M1 wires:
The bar under the picture is 20 µm long. Supply wires on this layer in gray. Cells faint in the background.
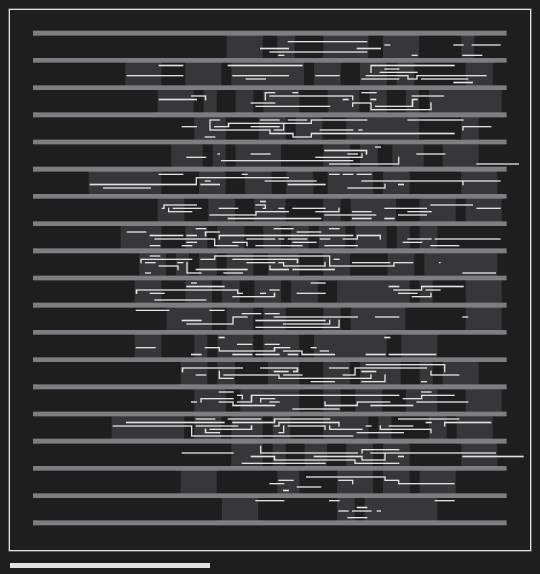
Routing congestion map:
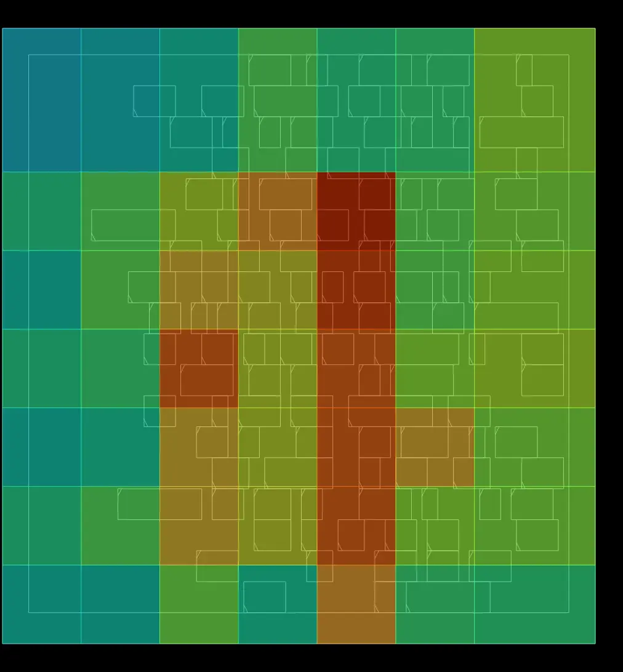
Signal wires on met2:
The bar under the picture is 20 µm long. Cells faint in the background.
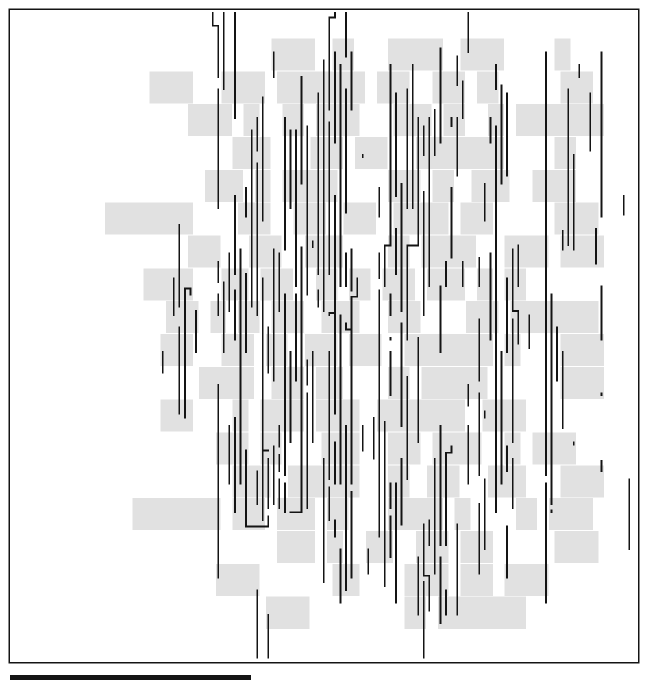
**src/rtl/counter_8bit.sv**
```systemverilog
// Loadable up/down counter with synchronous clear, parallel load and count enable.
// Priority per edge: clear, then load, then count (direction from inc), else hold.
module counter_8bit #(
    parameter int WIDTH = 8
) (
    output logic [WIDTH-1:0] out,
    input  logic [WIDTH-1:0] data_in,
    input  logic             inc,
    input  logic             clear,
    input  logic             load,
    input  logic             countEN,
    input  logic             clk
);

    localparam logic [WIDTH-1:0] ONE = {{(WIDTH-1){1'b0}}, 1'b1};

    logic [WIDTH-1:0] out_reg;
    logic [WIDTH-1:0] out_next;

    always_comb begin
        out_next = out_reg;
        if (load) begin
            out_next = data_in;
        end else if (countEN) begin
            // Unsigned WIDTH-bit arithmetic wraps naturally in both directions.
            out_next = inc ? (out_reg + ONE) : (out_reg - ONE);
        end
    end

    always_ff @(posedge clk) begin
        if (clear) begin
            out_reg <= '0;
        end else begin
            out_reg <= out_next;
        end
    end

    assign out = out_reg;

endmodule

```
**config.mk**
```make
export PLATFORM = sky130hd
export DESIGN_NAME = counter_8bit
export DESIGN_NICKNAME = d
export VERILOG_FILES = /design/src/rtl/counter_8bit.sv
export SDC_FILE = /design/constraint.sdc
export NUM_CORES = 1
export LEC_CHECK = 0
export CAP_MARGIN = 25
export CELL_PAD_IN_SITES_DETAIL_PLACEMENT = 1
export CELL_PAD_IN_SITES_GLOBAL_PLACEMENT = 1
export CORE_AREA = 2 2 50 52
export CTS_CLUSTER_SIZE = 10
export DETAILED_ROUTE_END_ITERATION = 6
export DIE_AREA = 0 0 52 54
export HOLD_SLACK_MARGIN = 0.1
export PLACE_DENSITY = 0.81
export REMOVE_ABC_BUFFERS = 1
export SKIP_LAST_GASP = 1
export SLEW_MARGIN = 5
export SYNTH_ARGS = -nofsm -noshare
export SYNTH_HDL_FRONTEND = slang
export SYNTH_SLANG_ARGS = --single-unit
```
**constraint.sdc**
```tcl
create_clock -name clk -period 2 [get_ports clk]
set_input_delay 0.2 -clock clk [delete_from_list [all_inputs] [get_ports clk]]
set_output_delay 0.2 -clock clk [all_outputs]
set_load 0.03 [all_outputs]
```
==> flow_summary_export.csv <==
group,metric,value,unit
final_timing,rsz_0062_raised_after_global_routing,"no",
pwr,p_clk_share,22.8,%
final_timing,setup_viol,0,
pwr,total_switching_power,0.231,mW
layout,sequential_cell_area,160,µm²
clocking,cts.root.buffer_cell,"clkbuf_4",
drt,ant_nets,0,
floorplanning,rows,18,
layout,signal_buffer_area_fraction,28.5,%
yosys,enable_flop_cells,0,
yosys,yosys_cells,85,
run,openroad.warnings,25,
grt,grt_max_degree,17,
pwr,p_int,0.392,mW
critical_path,r2r_cells,5,
pwr,finalPower,0.623,mW
yosys,synth-xor-area-share,3.68,%
pwr,power_leader,"combinational logic",
yosys,compound_share_synth,26.6,%
status,status,"finished, final reports clean",
floorplanning,fp_util,30.8,%
layout,combAreaFraction,50.6,%
pwr,power.sequential.total,0.190,mW
critical_path,cp_data_required_time,2.19,ns
final_timing,holdWs,0.557,ns
critical_path,timing.critical_path.from,"inc",
layout,post_layout_nonfiller_instances,148,
final_timing,finClkSkew,0.00505,ns
clocking,tritoncts_clock_tree,"yes",
final_timing,slew_viol_final,0,
placement,io_buffer_count,20,
grt,first_global_vias,777,
clocking,cts-buffers-inserted,3,
pwr,power_density,582,nW/µm²
layout,final-clk-cell-share,2.10,%
clocking,cts.sinks,8,
yosys,synth_seq_share,22.4,%
yosys,yosys.area_share.adder,13.3,%
pwr,p_clk,0.142,mW
clocking,postCtsSetupRepairBufs,0,
critical_path,crit_end,"out[4]",
placement,dp_hpwl,1760,µm
layout,num-nets-final,140,
clocking,clock_path_buffers,2,
hold_path,hold_path.class,"in2reg",
grt,grt-ovfl-total,0,
About 'M1 wires':
wire length on this layer: 964 µm
longest straight run: 16.1 µm
nets with wire on the layer: 123
met1 track demand over resource in global routing: 20.3%
detailed-route wire length: 2260 µm
via count: 790

About 'routing congestion map':
detail-routed net length per standard cell: 15.3 µm
met2 Resource Use GR: 30.0%
GR met3 Demand/Resource: 2.22%
GRT Total Usage: 16.8%

About 'signal wires on met2':
longest straight run: 35.0 µm
wire length on this layer: 1,190 µm
nets with wire on the layer: 128

[per-layer routing]
metal	global-route usage, %	up-vias	share of wire, %
met5	0	-	0
met4	6.58	0	0.93
met3	2.22	4	3.7
met2	30.0	17	53
met1	20.3	377	43
li1	-	392	-
[critical path: stages]
cell	delay [ns]
clkdlybuf4s50_1	0.48
inv_1	0.12
buf_4	0.17
fa_1	0.39
a211o_1	0.33
a21oi_1	0.17
o21ai_1	0.10
a21oi_1	0.15
[layout by cell type, fill, tap and decap left out, drive strengths merged, types with 4 or more instances in the layout]
master	n
nor2	8
o21a	4
buf	14
clkdlybuf4s50	20
dfxtp	8
a21oi	15
nor3b	6
o21ai	4
ha	6
Power and IR drop assume default switching activity.
